==> src/rtl/harmonic_note_player.sv <==
// Plays one note as a weighted sum of NUM_HARMONICS harmonics by sharing one sine ROM port.
// Optional output clamping: define HARMONIC_SAT_EN; otherwise the mix wraps to 16 bits.
module harmonic_note_player #(
  parameter int NUM_HARMONICS = 4,
  parameter int PHASE_W       = 20,
  parameter int SINE_ADDR_W   = 10,
  parameter int STEP_W        = 20
) (
  input  logic                   clk,
  input  logic                   reset_n,
  input  logic                   play_enable,
  input  logic [5:0]             note_to_load,
  input  logic [5:0]             duration_to_load,
  input  logic                   load_new_note,
  output logic                   done_with_note,
  input  logic                   beat,
  input  logic                   generate_next_sample,
  output logic [5:0]             step_addr,
  input  logic [STEP_W-1:0]      step_data,
  output logic [SINE_ADDR_W-1:0] sine_addr,
  input  logic signed [15:0]     sine_data,
  output logic signed [15:0]     sample_out,
  output logic                   new_sample_ready
);

  localparam int ACC_W = 16 + $clog2(NUM_HARMONICS) + 1;
  localparam int H_W   = (NUM_HARMONICS > 1) ? $clog2(NUM_HARMONICS) : 1;
  localparam logic [H_W-1:0] H_LAST = H_W'(NUM_HARMONICS - 1);
  localparam logic signed [ACC_W-1:0] MAX16 = 32767;
  localparam logic signed [ACC_W-1:0] MIN16 = -32768;

  typedef enum logic [1:0] {S_IDLE, S_ADDR, S_DATA, S_DONE} state_e;

  state_e                  state_q, state_d;
  logic [H_W-1:0]          h_q, h_d;
  logic signed [ACC_W-1:0] acc_q, acc_d;
  logic [PHASE_W-1:0]      phase_q [NUM_HARMONICS];
  logic [PHASE_W-1:0]      phase_d [NUM_HARMONICS];
  logic [5:0]              note_q, note_d, dur_q, dur_d;
  logic                    done_q, done_d, loaded_q, loaded_d;
  logic                    pend_q, pend_d;
  logic [5:0]              pend_note_q, pend_note_d, pend_dur_q, pend_dur_d;
  logic [15:0]             sample_q, sample_d;
  logic                    ready_q, ready_d;

  logic                    running;
  logic signed [ACC_W-1:0] term, acc_sum;
  logic                    apply_load;
  logic [5:0]              load_note, load_dur;

  function automatic logic [15:0] sat16(input logic signed [ACC_W-1:0] v);
`ifdef HARMONIC_SAT_EN
    if (v > MAX16)      return 16'h7FFF;
    else if (v < MIN16) return 16'h8000;
    else                return v[15:0];
`else
    return v[15:0];
`endif
  endfunction

  // NOTE: every signal written here gets a default first, so no path can infer a latch.
  always_comb begin
    state_d     = state_q;
    h_d         = h_q;
    acc_d       = acc_q;
    phase_d     = phase_q;
    note_d      = note_q;
    dur_d       = dur_q;
    done_d      = done_q;
    loaded_d    = loaded_q;
    pend_d      = pend_q;
    pend_note_d = pend_note_q;
    pend_dur_d  = pend_dur_q;
    sample_d    = sample_q;
    ready_d     = 1'b0;
    apply_load  = 1'b0;
    load_note   = note_to_load;
    load_dur    = duration_to_load;

    running = play_enable && (note_q != 6'd0) && (dur_q != 6'd0);
    term    = $signed(ACC_W'(sine_data)) >>> h_q;
    acc_sum = acc_q + term;

    case (state_q)
      S_IDLE: begin
        if (generate_next_sample) begin
          state_d = S_ADDR;
          h_d     = '0;
          acc_d   = '0;
        end
      end
      S_ADDR: state_d = S_DATA;
      S_DATA: begin
        acc_d = running ? acc_sum : '0;
        if (h_q == H_LAST) begin
          state_d  = S_DONE;
          sample_d = sat16(acc_d);
          ready_d  = 1'b1;
        end else begin
          state_d = S_ADDR;
          h_d     = h_q + H_W'(1);
        end
      end
      S_DONE: begin
        state_d = S_IDLE;
        if (running) begin
          for (int k = 0; k < NUM_HARMONICS; k++)
            phase_d[k] = phase_q[k] + PHASE_W'(k + 1) * PHASE_W'(step_data);
        end
      end
      default: state_d = S_IDLE;
    endcase

    // A load arriving mid-sample waits so the in-flight sample finishes on the old note.
    if (state_q == S_DONE) pend_d = 1'b0;
    if (load_new_note && (state_q == S_IDLE || state_q == S_DONE)) begin
      apply_load = 1'b1;
    end else if (load_new_note) begin
      pend_d      = 1'b1;
      pend_note_d = note_to_load;
      pend_dur_d  = duration_to_load;
    end else if (state_q == S_DONE && pend_q) begin
      apply_load = 1'b1;
      load_note  = pend_note_q;
      load_dur   = pend_dur_q;
    end

    if (apply_load) begin
      note_d   = load_note;
      dur_d    = load_dur;
      done_d   = 1'b0;
      loaded_d = 1'b1;
      for (int k = 0; k < NUM_HARMONICS; k++) phase_d[k] = '0;
    end else begin
      if (beat && play_enable && dur_q != 6'd0) dur_d = dur_q - 6'd1;
      if (loaded_q && dur_q == 6'd0) done_d = 1'b1;
    end
  end

  // NOTE: state registers use non-blocking assignments so all flops update from pre-edge values.
  always_ff @(posedge clk or negedge reset_n) begin
    if (!reset_n) begin
      state_q     <= S_IDLE;
      h_q         <= '0;
      acc_q       <= '0;
      note_q      <= '0;
      dur_q       <= '0;
      done_q      <= 1'b0;
      loaded_q    <= 1'b0;
      pend_q      <= 1'b0;
      pend_note_q <= '0;
      pend_dur_q  <= '0;
      sample_q    <= '0;
      ready_q     <= 1'b0;
      // NOTE: the phase array is reset because playback must start from phase 0; it is small flops, not RAM.
      for (int k = 0; k < NUM_HARMONICS; k++) phase_q[k] <= '0;
    end else begin
      state_q     <= state_d;
      h_q         <= h_d;
      acc_q       <= acc_d;
      note_q      <= note_d;
      dur_q       <= dur_d;
      done_q      <= done_d;
      loaded_q    <= loaded_d;
      pend_q      <= pend_d;
      pend_note_q <= pend_note_d;
      pend_dur_q  <= pend_dur_d;
      sample_q    <= sample_d;
      ready_q     <= ready_d;
      for (int k = 0; k < NUM_HARMONICS; k++) phase_q[k] <= phase_d[k];
    end
  end

  assign sine_addr        = (state_q == S_ADDR) ? phase_q[h_q][PHASE_W-1 -: SINE_ADDR_W] : '0;
  assign step_addr        = note_q;
  assign done_with_note   = done_q;
  assign sample_out       = sample_q;
  assign new_sample_ready = ready_q;

endmodule

==> config.mk <==
export PLATFORM = sky130hd
export DESIGN_NAME = harmonic_note_player
export DESIGN_NICKNAME = d
export VERILOG_FILES = /design/src/rtl/harmonic_note_player.sv
export SDC_FILE = /design/constraint.sdc
export NUM_CORES = 1
export LEC_CHECK = 0
export ABC_CLOCK_PERIOD_IN_PS = 4050
export CORE_MARGIN = 2
export CORE_UTILIZATION = 55
export CTS_CLUSTER_SIZE = 25
export DETAILED_ROUTE_END_ITERATION = 7
export HOLD_SLACK_MARGIN = 0.05
export PLACE_DENSITY_LB_ADDON = 0.3
export SLEW_MARGIN = 20
export SYNTH_ARGS = -nofsm -noshare
export SYNTH_HDL_FRONTEND = slang
export SYNTH_SLANG_ARGS = --single-unit
==> constraint.sdc <==
create_clock -name clk -period 4.05 [get_ports clk]
set_input_delay 0.81 -clock clk [delete_from_list [all_inputs] [get_ports clk]]
set_output_delay 0.81 -clock clk [all_outputs]
set_load 0.05 [all_outputs]
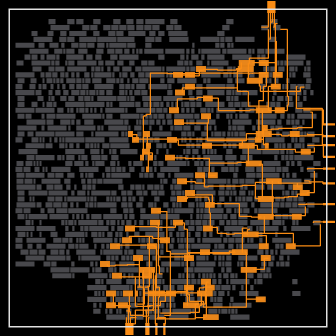
**Above:** run 1 (nets reached from selected ports).
step_data: marked orange, bits 20, direction input, end cells 86, buffers 30, wire 2100 um.
I/O pins: 88
# port buffers: 87

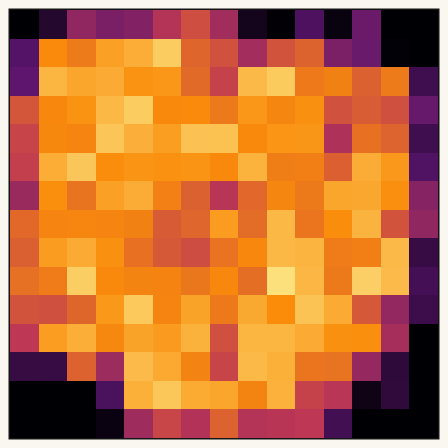
**Above:** run 1 (local utilization).
The die is cut into 15 by 15 equal tiles; black is low, pale yellow is high, 0 to 100% covered.
The mean over all tiles is 59%. 8.0% of the tiles are nearly empty. The fullest tile reaches 93%. 34% of the tiles are over 75% full.
Pre-Place Util: 0.564
post-layout util: 0.654
core area: 19500 um2

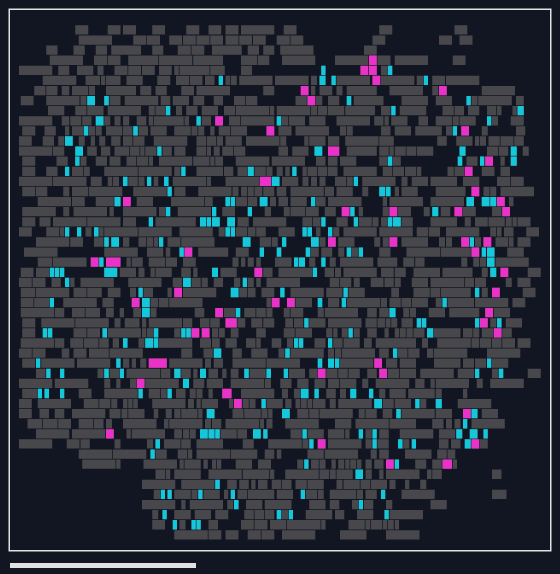
**Above:** run 1 (logic cells by family).
The bar under the picture is 50 um long.
AND and OR gates: marked magenta, cells 56, most used and3_1. NAND gates: marked cyan, cells 211, most used nand2_1.
Top cell excl fill/tap: nand2_1
multi-input gate share of total cell area: 0.554
Layout Cells excl Fill: 1556

==> flow_metrics.tcl, run 1 <==
# collected from the flow reports
set metrics [dict create \
    clk_path_buf_depth 2 \
    ys_warn_count 0 \
    numCtsBuffers 17 \
    finalWirelength_um 29100 \
    cts_tree "done" \
    setup-tns-final_ns 0 \
    xor_area_frac 0.0470 \
    firstDrtPassIters 6 \
    clk_latency_ns 0.43 \
    yosys_cells 1193 \
    rsz0062_at_grt "false" \
    fmax_ghz 0.261 \
    grt.overflow.total 0 \
    die_x_um 145 \
    worst_pin_slew_ns 0.913 \
    period_minus_slack_ns 3.83 \
    critPathTopFamily "AND-OR/OR-AND gates" \
    chipHeight_um 145 \
    syn-num-nets 1364 \
    cp_cell_sequence "clkdlybuf4s50_1 -> fa_1 -> ha_1 -> fa_1 -> a21oi_1 -> o21ai_0 -> o221ai_1 -> a21oi_1 -> or3_1 -> a32o_1" \
    cp.buffers_inverters 1 \
    swShare 0.461 \
    ys_area_um2 11000 \
    crit_type "in2reg" \
    holdWs_ns 0.396 \
    status "finished clean" \
    ys_ff 141 \
    syn_area_um2 11000 \
    largest_area_cell "dfrtp_1" \
    largest_register_ffs 77 \
    endpoint_kind "flip-flop" \
    comb_area_um2 7080 \
    slew_violations 0 \
    peakVddDrop_mv 0.549 \
    warnings 29 \
    pwr-share-seq 0.245 \
    aoi_share 0.225 \
    critPathLaunchType "input pin" \
    clock_sinks 141 \
    htreeDepth 4 \
    grt_start_max_net_pins 75 \
    flop_area_um2 3530 \
    netlist.area_leader.share 0.321 \
    hold_path.class "in2async" \
    slowest_stage "clkdlybuf4s50_1" \
    n_fill_cell 1626 \
    finalCritPeriodShare 0.947 \
    edf_count 0 \
    grt_usage 0.280 \
]
## run 1: cells in the final DEF (no fill, tap or decap), types with 26 or more instances in the layout
| cell type | Yosys | final |
|---|---|---|
| xnor2_1 | 31 | 31 |
| nand2_1 | 154 | 153 |
| xor2_1 | 28 | 28 |
| buf_4 | 6 | 33 |
| o21ai_0 | 72 | 72 |
| a21oi_1 | 98 | 98 |
| nor2_1 | 60 | 60 |
| a22o_1 | 29 | 29 |
| a21o_1 | 38 | 38 |
| dfrtp_1 | 141 | 141 |
| clkdlybuf4s50_1 | 0 | 86 |
| ha_1 | 94 | 94 |
| nand3_1 | 27 | 26 |
| inv_1 | 38 | 38 |
## run 1: path summary, 6_finish.rpt
path / slack [ns] / to / cells past startpoint / from
setup / recovery: 0.22 / phase_q[37] / 10 / step_data[1]
hold / removal: 0.40 / phase_q[26] / 1 / reset_n
setup reg to reg: 0.69 / acc_q[14] / 9 / h_q[1]
hold reg to reg: 0.48 / loaded_q / 1 / loaded_q
max in group asynchronous: 2.77 / phase_q[4] / 2 / reset_n
min in group clk: 0.48 / loaded_q / 1 / loaded_q
## run 1: power by group through the flow
stage          Sequential [uW]  Combinational (uW)  Clock [uW]
4_1_cts                   2430                5950        1550
6_report                  2440                6000        1540
2_1_floorplan             2570                4230           0
3_3_place_gp              2430                5740           0
3_5_place_dp              2440                5880           0
5_1_grt                   2500                6620        1610
## run 1: Yosys cell counts, types with 14 or more instances
| cell | count |
|---|---|
| nand4_1 | 18 |
| clkbuf_1 | 28 |
| ha_1 | 94 |
| and3_1 | 20 |
| o21ai_0 | 72 |
| nor3_1 | 19 |
| a21oi_1 | 98 |
| nand2_1 | 154 |
| nand3_1 | 27 |
| mux2_2 | 16 |
| a31oi_1 | 19 |
| nor2_1 | 60 |
| inv_1 | 38 |
| xnor2_1 | 31 |
| fa_1 | 23 |
| a22o_1 | 29 |
| a21o_1 | 38 |
| xor2_1 | 28 |
| and2_1 | 14 |
| mux2i_1 | 18 |
| dfrtp_1 | 141 |
| mux4_2 | 17 |
## run 1: cells by family (layout without fill, tap and decap cells)
| family | Yosys count | in the layout |
|---|---|---|
| xor gates and xnor gates | 59 | 59 |
| buffers and inverters | 92 | 190 |
| and+or+nand+nor | 361 | 361 |
| AOI/OAI and AO/OA | 372 | 372 |
| adders and majority gates | 117 | 117 |
| DFF | 141 | 141 |
| muxes | 51 | 51 |
## run 1: metrics by stage
stage | power [uW] | cell area, um2 | util
4_1_cts | 9930 | 12800 | 0.654
5_1_grt | 10700 | 12800 | 0.654
3_3_place_gp | 8170 | 12200 | 0.625
6_report | 9980 | 12800 | 0.654
2_1_floorplan | 6800 | 11000 | -
3_5_place_dp | 8320 | 12200 | 0.625
## run 1: cell type report
type                       count  share of cell area
sequential                   141               0.276
tap                          265              0.0260
clock buffer                  20              0.0350
clock inverter                11             0.00940
inverter                      39              0.0115
timing repair buffer         120              0.0877
multi-input combinational    960               0.554
## run 1: per-layer routing
layer | share of wire | track usage | routed length, um
met4 | 0.029 | 0.107 | 845
met5 | 0 | 0 | 0
met1 | 0.42 | 0.364 | 12300
met2 | 0.48 | 0.472 | 14000
met3 | 0.066 | 0.0470 | 1930
## Run 2: what changed since run 1
Settings changed: CTS_CLUSTER_DIAMETER set to 100.
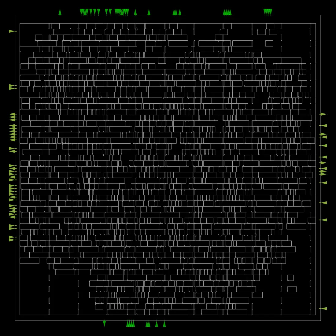
**Above:** run 2 (placement view).
Fill cells: 1626
n_taps: 265
sequential share of cell area: 0.276
flop count: 141

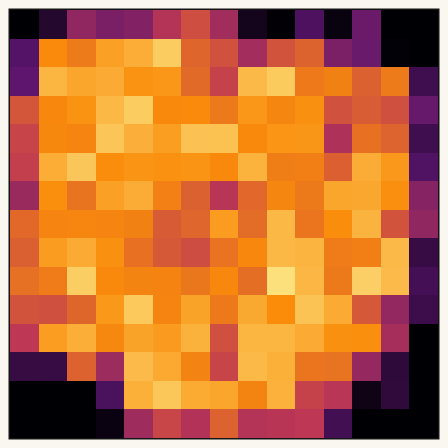
**Above:** run 2 (local utilization).
The die is cut into 15 by 15 equal tiles; black is low, pale yellow is high, 0 to 100% covered.
8.0% of the tiles are nearly empty. 34% of the tiles are over 75% full. The fullest tile reaches 93%. The mean over all tiles is 59%.

==> flow_metrics.tcl, run 2 <==
# collected from the flow reports
set metrics [dict create \
    met1_usage 0.364 \
    lay_top_count "nand2_1" \
    numCtsBuffers 17 \
    io_pins 88 \
    cp.buffers_inverters 1 \
    coreArea_um2 19500 \
    chipHeight_um 145 \
    htreeDepth 4 \
    rr_worst_depth 9 \
    slowest_stage "clkdlybuf4s50_1" \
    ys_ff 141 \
    period_minus_slack_ns 3.83 \
    status "finished clean" \
    portBuffers 87 \
    peakVddDrop_mv 0.549 \
    fin_cells 1556 \
    fmax_ghz 0.261 \
    clk_latency_ns 0.43 \
    clock_sinks 141 \
    grt_usage 0.280 \
    warnings 29 \
    worst_pin_slew_ns 0.913 \
    slew_violations 0 \
    reg2reg_from "h_q[1]" \
    aoi_share 0.225 \
    cp.depth 10 \
    busiest_layer "met2" \
    r2r_slack_ns 0.69 \
    grt_use_met3 0.0470 \
    clk_path_buf_depth 2 \
    syn-num-nets 1364 \
    postPlaceCellArea_um2 12200 \
    largest_area_cell "dfrtp_1" \
    crit_type "in2reg" \
    grt_start_max_net_pins 75 \
    critPathCapture "phase_q[37]" \
    ys_area_um2 11000 \
]
==> run 2: cell counts after synthesis <==
No cell type changed its count.
==> run 2: worst min-delay path by stage <==
| stage | from | slack [ns] | to | cells after the start |
|---|---|---|---|---|
| after floorplan | loaded_q | 0.44 | loaded_q | 1 |
| after global routing | reset_n | 0.45 | phase_q[62] | 1 |
| after global placement | loaded_q | 0.46 | loaded_q | 1 |
| final | reset_n | 0.40 | phase_q[26] | 1 |
| after detailed placement | loaded_q | 0.47 | loaded_q | 1 |
| after CTS | reset_n | 0.44 | phase_q[26] | 1 |
==> run 2: final cells by class <==
class / count / area, um2
clock inverter: 11 / 120
multi-input combinational: 960 / 7080
sequential: 141 / 3530
fill: 1626 / 6750
timing repair buffer: 120 / 1120
inverter: 39 / 146
clock buffer: 20 / 447
tap: 265 / 332
==> run 2: cells by family (layout without fill, tap and decap cells) <==
kind of cell	count (synthesis)	after routing
buffers and inverters	92	190
flip-flops	141	141
multiplexers	51	51
adder cells (fa/ha/maj)	117	117
AND-OR/OR-AND	372	372
AND/OR/NAND/NOR	361	361
XOR/XNOR	59	59
==> run 2: routing by layer <==
layer,routed length (um),part of all wire
met1,12300,0.42
met2,14000,0.48
met3,1930,0.066
met4,845,0.029
met5,0,0
==> run 2: where the power goes <==
part	total, uW	switching [uW]	internal, uW
Sequential	2440	469	1980
Clock	1540	621	916
Combinational	6000	3510	2480
==> run 2: stage by stage <==
| stage | hold WS [ns] | util | total power, uW |
|---|---|---|---|
| 4_1_cts | 0.442 | 0.654 | 9930 |
| 5_1_grt | 0.454 | 0.654 | 10700 |
| 3_5_place_dp | 0.474 | 0.625 | 8320 |
| 3_3_place_gp | 0.459 | 0.625 | 8170 |
| 2_1_floorplan | 0.439 | - | 6800 |
| 6_report | 0.396 | 0.654 | 9980 |
## Run 3: what changed since run 2
Settings changed: CTS_BUF_LIST set to sky130_fd_sc_hd__clkbuf_8.
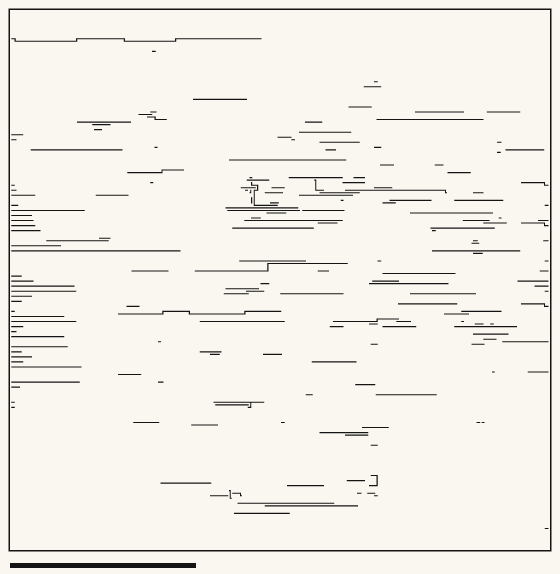
**Above:** run 3 (metal 3).
The bar under the picture is 50 um long.
The wires run mostly horizontal. The layer holds 5.6% of the routed length. 138 nets have wire on it. The layer carries 1610 um of wire. The longest straight run is 45.3 um.
Vias: 9603
detailed-route wire length: 28700 um
met3 usage: 0.0436

==> flow_metrics.tcl, run 3 <==
# collected from the flow reports
set metrics [dict create \
    status "finished clean" \
    largest_area_cell "dfrtp_1" \
    worst_pin_slew_ns 0.923 \
    largest_register_ffs 77 \
    flop_area_um2 3530 \
    postPlaceCellArea_um2 12200 \
    coreArea_um2 19500 \
    reg2reg_from "h_q[1]" \
    n_fill_cell 1655 \
    grt_usage 0.276 \
    syn_to_final_growth_pct 14.3 \
    syn-num-nets 1364 \
    lay_top_count "nand2_1" \
    fin_cells 1556 \
    clock_sinks 141 \
    slew_violations 0 \
    finalPower_uw 9530 \
    fmax_ghz 0.263 \
    grt_start_max_net_pins 75 \
    comb_area_um2 7080 \
    io_pins 88 \
    diodes 0 \
    crit_type "in2reg" \
    warnings 29 \
    endpoint_kind "flip-flop" \
    portBuffers 87 \
    ys_ff 141 \
    clk_latency_ns 0.46 \
    rr_worst_depth 10 \
    ys_seq_frac 0.321 \
    drive_above_1_share 0.0906 \
    peakVddDrop_mv 0.547 \
    numCtsBuffers 17 \
    r2r_slack_ns 0.69 \
    ys_area_um2 11000 \
]
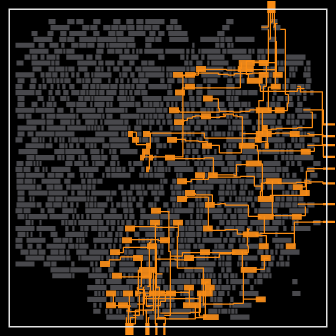
**Above:** run 3 (nets reached from selected ports).
step_data: marked orange, bits 20, direction input, end cells 86, buffers 30, wire 2100 um.

[run 3: critical path, stage by stage]
cell and delay [ns]:
clkdlybuf4s50_1 0.58, fa_1 0.47, ha_1 0.24, fa_1 0.41, a21oi_1 0.23, o21ai_0 0.27
o221ai_1 0.44, a21oi_1 0.13, or3_1 0.32, a32o_1 0.24
[run 3: kinds of logic (layout without fill, tap and decap cells)]
logic type / Yosys count / in the layout / synth area share
fa+ha+maj: 117 / 117 / 0.149
simple gates: 361 / 361 / 0.155
compound gates: 372 / 372 / 0.225
buf+inv: 92 / 190 / 0.0365
xor+xnor: 59 / 59 / 0.0470
mux: 51 / 51 / 0.0675
flops: 141 / 141 / 0.321
[run 3: final cells by class]
| type | instances | area share |
|---|---|---|
| clock buffers | 18 | 0.0197 |
| clock inverters | 13 | 0.0101 |
| inverters | 39 | 0.0116 |
| multi-input cells | 960 | 0.563 |
| flip-flops and latches | 141 | 0.280 |
| well taps | 265 | 0.0263 |
| repair buffers | 120 | 0.0890 |
[run 3: worst max path at each step]
stage                       startpoint             end  depth (start not counted)
after floorplan                 h_q[0]  sample_out[15]                         14
after global placement    step_data[1]     phase_q[37]                         10
after detailed placement  step_data[1]     phase_q[37]                         10
after CTS                 step_data[1]     phase_q[37]                         10
after global routing      step_data[1]     phase_q[39]                         11
final                     step_data[1]     phase_q[37]                         10
[run 3: through the flow]
step / setup TNS, ns / utilization / worst slack (ns) / hold WS (ns)
4_1_cts: 0 / 0.644 / 0.381 / 0.405
2_1_floorplan: 0 / - / 0.794 / 0.439
5_1_grt: 0 / 0.644 / 0.0781 / 0.422
3_5_place_dp: -0.165 / 0.625 / -0.0955 / 0.474
3_3_place_gp: -0.0579 / 0.625 / -0.0360 / 0.459
6_report: 0 / 0.644 / 0.254 / 0.360
[run 3: metal layers]
metal | up-vias | routed length, um | global-route usage
met5 | - | 0 | 0
met4 | 0 | 648 | 0.0936
met3 | 59 | 1610 | 0.0436
met2 | 300 | 13900 | 0.466
met1 | 4665 | 12500 | 0.363
li1 | 4579 | - | -
[run 3: power by group]
part	switching, uW	internal [uW]	total, uW
registers	464	1970	2440
logic	3490	2480	5980
clock network	569	552	1120
Power is estimated from default activity; no workload was simulated.
